Design cal_lut_tx, sky130hd; sources not shown.
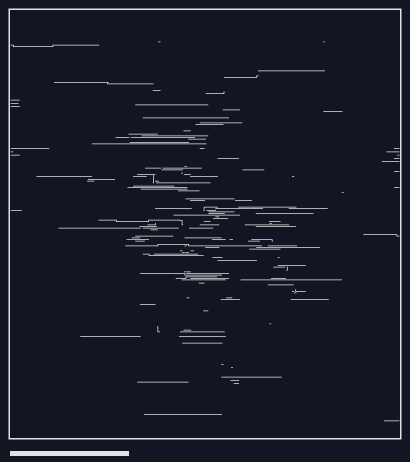
Fig. 1. Signal wires on met3.
The bar under the picture is 50 microns long.
share of all routed wire: 5.3%
nets with wire on the layer: 92
longest straight run: 47.8 microns
main direction: horizontal
met3 usage: 0.0272
Vias: 8064

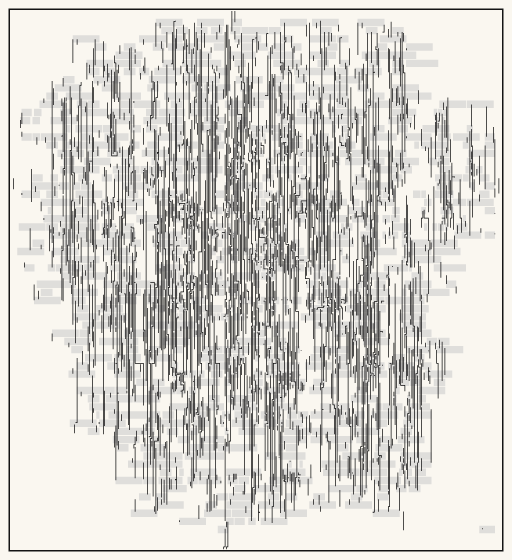
Fig. 2. M2 wires.
Cells faint in the background.
longest straight run: 65.8 microns
share of all routed wire: 47%
main direction: vertical
grt met2 use: 0.348
Detailed Route WL: 32100 microns

==> flow_summary_export.csv <==
group,metric,value,unit
critical_path,reg2regPathDepth,9,
placement,dpl.cell_count,1276,
drt,drt_drc_violations_left,0,
floorplanning,tap_cells,363,
cells_and_area,n_all_buffers,49,
critical_path,path_buffers,1,
cells_and_area,clk_share,0.0669,
clock_network,clkTransAtPathRegs,0.06,ns
floorplanning,fp.dieW,164,microns
logic_synthesis,yosys_cells,931,
critical_path,cp-end-kind,"register",
critical_path,crit_fanout,17,
final_timing,setup_viol,0,
final_timing,skew,0.0129,ns
clock_network,clk_latency,0.53,ns
drt,route.met2.wl,15000,microns
cells_and_area,comb_share,0.444,
cells_and_area,ff_count,211,
final_timing,holdWs,-0.0361,ns
outcome,violations,"hold timing",
clock_network,htreeDepth,1,
cells_and_area,syn_to_final_growth,13.1,%
run,warnings,33,
placement,numPortBuffers,20,
critical_path,reg2reg_slack,0.86,ns
logic_synthesis,ys_async_sr_fraction,1.00,
critical_path,crit_required,5.14,ns
critical_path,worst-path-stages,9,
placement,gp_congestion,0.993,
cells_and_area,finalInstanceArea,12700,sq um
final_timing,tightest_slew,1.10,ns
cells_and_area,final_util,0.458,
hold_path,hp-class,"input port to async pin",
logic_synthesis,synth_top_area_share,0.471,
placement,postPlaceCellArea,11800,sq um
placement,preCtsSetupSlack,0.918,ns
final_timing,slew_headroom,0.262,
cells_and_area,clock_buffers,33,
clock_network,cts_buffers,25,
outcome,outcome,"complete, but fails checks",
cells_and_area,largest_cell_class,"multi-input combinational cells",
logic_synthesis,syn_inst,931,
final_timing,hold_viol,12,
cells_and_area,non_clock_inverter_count,7,
logic_synthesis,yosys_warnings,0,
cells_and_area,bufAreaShareNonClock,0.0343,
power,power_density,476,nW/um^2
critical_path,worst_setup_path_start_kind,"register",
global_route,grt_use_total,0.220,
logic_synthesis,edf_count,0,
cells_and_area,seq-cell-share,0.417,
cells_and_area,logic_area,5630,sq um
==> synthesized netlist by cell type (14+ instances only) <==
cell type and number:
a21oi_1 22, buf_2 28, clkbuf_1 32, dfrtp_1 211, mux2_2 195, mux2i_1 70
mux4_2 23, nand2_1 55, nand3_1 15, nor2_1 44, nor3_1 14, o21ai_0 24
o22ai_1 42
==> power by group <==
group	internal, mW	switching (mW)	total [mW]
Sequential	2.27	0.345	2.62
Clock	1.24	0.779	2.02
Combinational	0.693	0.704	1.40
Total	4.21	1.83	6.04
==> kinds of logic (layout without fill, tap and decap cells) <==
kind of cell,Yosys count,after routing,synth area share
adders and majority gates,6,6,0.00670
buffers and inverters,74,101,0.0299
xor gates and xnor gates,5,5,0.00458
DFF,211,211,0.471
muxes,288,288,0.305
AOI/OAI and AO/OA,172,172,0.107
and+or+nand+nor,175,175,0.0759
==> cells in the final DEF (no fill, tap or decap), types with 4 or more instances in the layout <==
cell type / Yosys / final
o221ai_1: 9 / 9
o211ai_1: 4 / 4
bufinv_16: 0 / 4
and3_1: 4 / 4
a211oi_1: 5 / 5
nand2_1: 55 / 55
nor2b_1: 6 / 6
nor4_1: 6 / 6
nand2b_1: 4 / 4
nand3b_1: 5 / 5
a21oi_1: 22 / 22
nor2_1: 44 / 44
inv_1: 7 / 7
dfrtp_1: 211 / 209
a31oi_1: 9 / 9
or3_1: 7 / 7
clkbuf_1: 32 / 5
ha_1: 6 / 5
nand3_1: 15 / 15
clkinv_2: 0 / 7
nor3_1: 14 / 13
o22ai_1: 42 / 42
clkbuf_16: 0 / 25
mux4_2: 23 / 23
o32ai_1: 7 / 7
o21ai_0: 24 / 24
clkdlybuf4s50_1: 0 / 19
o31ai_1: 5 / 4
a22oi_1: 7 / 7
mux2_2: 195 / 195
mux2i_1: 70 / 70
buf_4: 4 / 28
Power is estimated from default activity; no workload was simulated.
